[config.mk]
export PLATFORM = sky130hd
export DESIGN_NAME = fmap_maxpool2x2
export DESIGN_NICKNAME = d
export VERILOG_FILES = /design/src/rtl/fmap_maxpool2x2.sv
export SDC_FILE = /design/constraint.sdc
export NUM_CORES = 1
export LEC_CHECK = 0
export CORE_MARGIN = 4
export CORE_UTILIZATION = 64
export CTS_CLUSTER_SIZE = 12
export DETAILED_ROUTE_END_ITERATION = 7
export PLACE_DENSITY = 0.95
export SYNTH_ARGS = -nofsm -noshare
export SYNTH_HDL_FRONTEND = slang
export SYNTH_SLANG_ARGS = --single-unit
export TNS_END_PERCENT = 50
[constraint.sdc]
create_clock -name clk -period 6.7 [get_ports clk]
set_input_delay 0.67 -clock clk [delete_from_list [all_inputs] [get_ports clk]]
set_output_delay 0.67 -clock clk [all_outputs]
set_load 0.01 [all_outputs]
[src/rtl/fmap_maxpool2x2.sv]
// 2x2 stride-2 max pooling over a raster-order signed feature-map stream.
// One pooled pixel per window, emitted one clock after the window's bottom-right beat.
module fmap_maxpool2x2 #(
    parameter int unsigned DATA_WIDTH = 24,
    parameter int unsigned IN_COLS    = 10,
    parameter int unsigned IN_ROWS    = 10
) (
    input  logic                  clk,
    input  logic                  rst,
    input  logic [DATA_WIDTH-1:0] data_in,
    input  logic                  valid_in,
    output logic [DATA_WIDTH-1:0] data_out,
    output logic                  valid_out,
    output logic                  frame_done
);

    localparam int unsigned CW   = $clog2(IN_COLS);
    localparam int unsigned RW   = $clog2(IN_ROWS);
    localparam int unsigned HALF = IN_COLS / 2;
    localparam int unsigned LBW  = (HALF > 1) ? $clog2(HALF) : 1;

    logic [CW-1:0]         col_q, col_d;
    logic [RW-1:0]         row_q, row_d;
    logic [DATA_WIDTH-1:0] pair_q, pair_d;
    logic [DATA_WIDTH-1:0] data_out_q, data_out_d;
    logic                  valid_out_q, valid_out_d;
    logic                  frame_done_q, frame_done_d;

    // One horizontal max per window column, written on even rows, read on odd rows.
    logic [DATA_WIDTH-1:0] lb_q [HALF];
    logic                  lb_we;

    logic                  col_last, row_last;
    logic [LBW-1:0]        col_half;
    logic [DATA_WIDTH-1:0] hmax, lb_rd, pooled;

    assign col_last = (col_q == CW'(IN_COLS - 1));
    assign row_last = (row_q == RW'(IN_ROWS - 1));
    assign col_half = LBW'(col_q >> 1);
    assign lb_rd    = lb_q[col_half];
    assign hmax     = ($signed(pair_q) > $signed(data_in)) ? pair_q : data_in;
    assign pooled   = ($signed(hmax) > $signed(lb_rd)) ? hmax : lb_rd;

    always_comb begin
        col_d        = col_q;
        row_d        = row_q;
        pair_d       = pair_q;
        data_out_d   = data_out_q;
        valid_out_d  = 1'b0;
        frame_done_d = 1'b0;
        lb_we        = 1'b0;
        if (valid_in) begin
            if (col_last) begin
                col_d = '0;
                row_d = row_last ? '0 : row_q + 1'b1;
            end else begin
                col_d = col_q + 1'b1;
            end
            if (!col_q[0]) begin
                pair_d = data_in;
            end else if (row_q[0]) begin
                data_out_d   = pooled;
                valid_out_d  = 1'b1;
                frame_done_d = col_last && row_last;
            end else begin
                lb_we = 1'b1;
            end
        end
    end

    always_ff @(posedge clk or negedge rst) begin
        if (!rst) begin
            col_q        <= '0;
            row_q        <= '0;
            pair_q       <= '0;
            data_out_q   <= '0;
            valid_out_q  <= 1'b0;
            frame_done_q <= 1'b0;
        end else begin
            col_q        <= col_d;
            row_q        <= row_d;
            pair_q       <= pair_d;
            data_out_q   <= data_out_d;
            valid_out_q  <= valid_out_d;
            frame_done_q <= frame_done_d;
        end
    end

    always_ff @(posedge clk) begin
        if (lb_we) begin
            lb_q[col_half] <= hmax;
        end
    end

    assign data_out   = data_out_q;
    assign valid_out  = valid_out_q;
    assign frame_done = frame_done_q;

endmodule

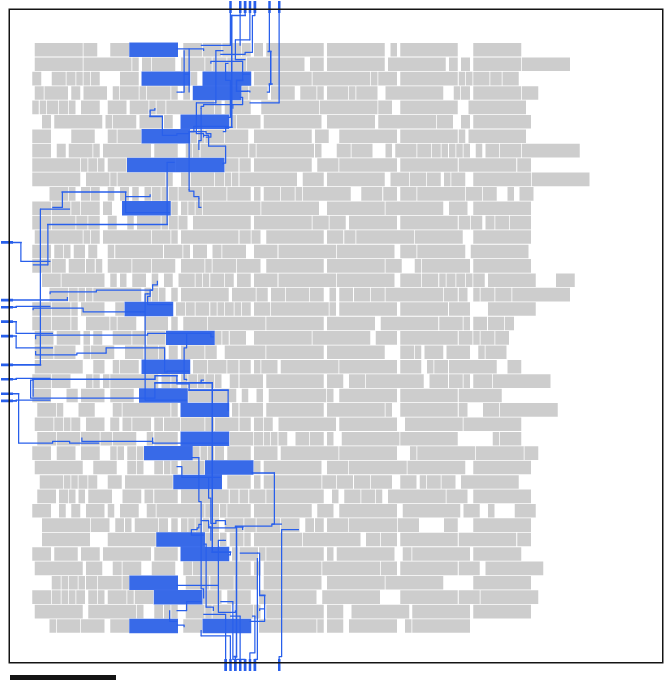
port_trees.png
Scale bar: 20 µm.
[`data_out`] blue | bits: 24 | direction: output | edge: 9 west, 8 south, 7 north | end cells: 24 | wire: 1090 µm

==> reports/metrics.yaml <==
run_status:
  outcome: "completed"
final_layout:
  final_util: 0.768
  insertedDiodeCount: 0
  layout.cells.largest_class: "sequential cells"
  logic_gates: 427
  layout.clock.cell_area_share: 0.0596
  synthToLayoutAreaGrowth_pct: 15.6
  nNonClkInverters: 56
  number_of_non_clock_buffers: 69
routing:
  drt_iter0_drc: 1000
  post-route-drc-count: 0
  routed.top_layer: "met4"
  met3WireLength_um: 2490
placed_design:
  dpl.cell_count: 902
  pre_cts_worst_setup_slack_ps: 422
  placedInstanceArea_mm2: 0.00922
grt:
  wire_length_of_the_first_global_routing_pass_um: 35400
  grt.met2_usage: 0.519
clock_tree:
  clockBufferDepth: 2
power_and_ir_drop:
  seq_power_mw: 1.73
  switching_share_of_power: 0.427
  post-layout-total-power_mw: 5.25
yosys:
  synth_async_sr_flop_share: 0.326
  aoi_share: 0.139
  ff_type: "sky130_fd_sc_hd__edfxtp_1"
  most_common_cell: "sky130_fd_sc_hd__edfxtp_1"
floorplanning:
  core.rowCount: 41
  top_level_ports: 53
worst_setup_path:
  setup.worst_path.start_class: "input pin"
  worstPathArrival_ps: 6330
  timing.critical_path.slowest_cell_delay_ps: 640
sta:
  rsz0062_at_grt: "no"
  slew_viol_final: 0
  max_clock_freq_ghz: 0.167
  worst_slack_ps: 694
  clock_skew_ps: 11.6
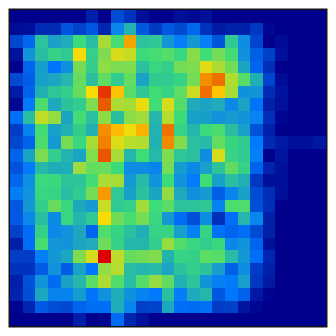
route_heat.png
The die is cut into 25 by 25 equal tiles; dark blue is low, red is high, scaled to the fullest tile. Values are wire area over tile area, all layers added.
tiles over half the peak: 20%
emptiest ninth of the die: south-east
nearly empty tiles: 21%

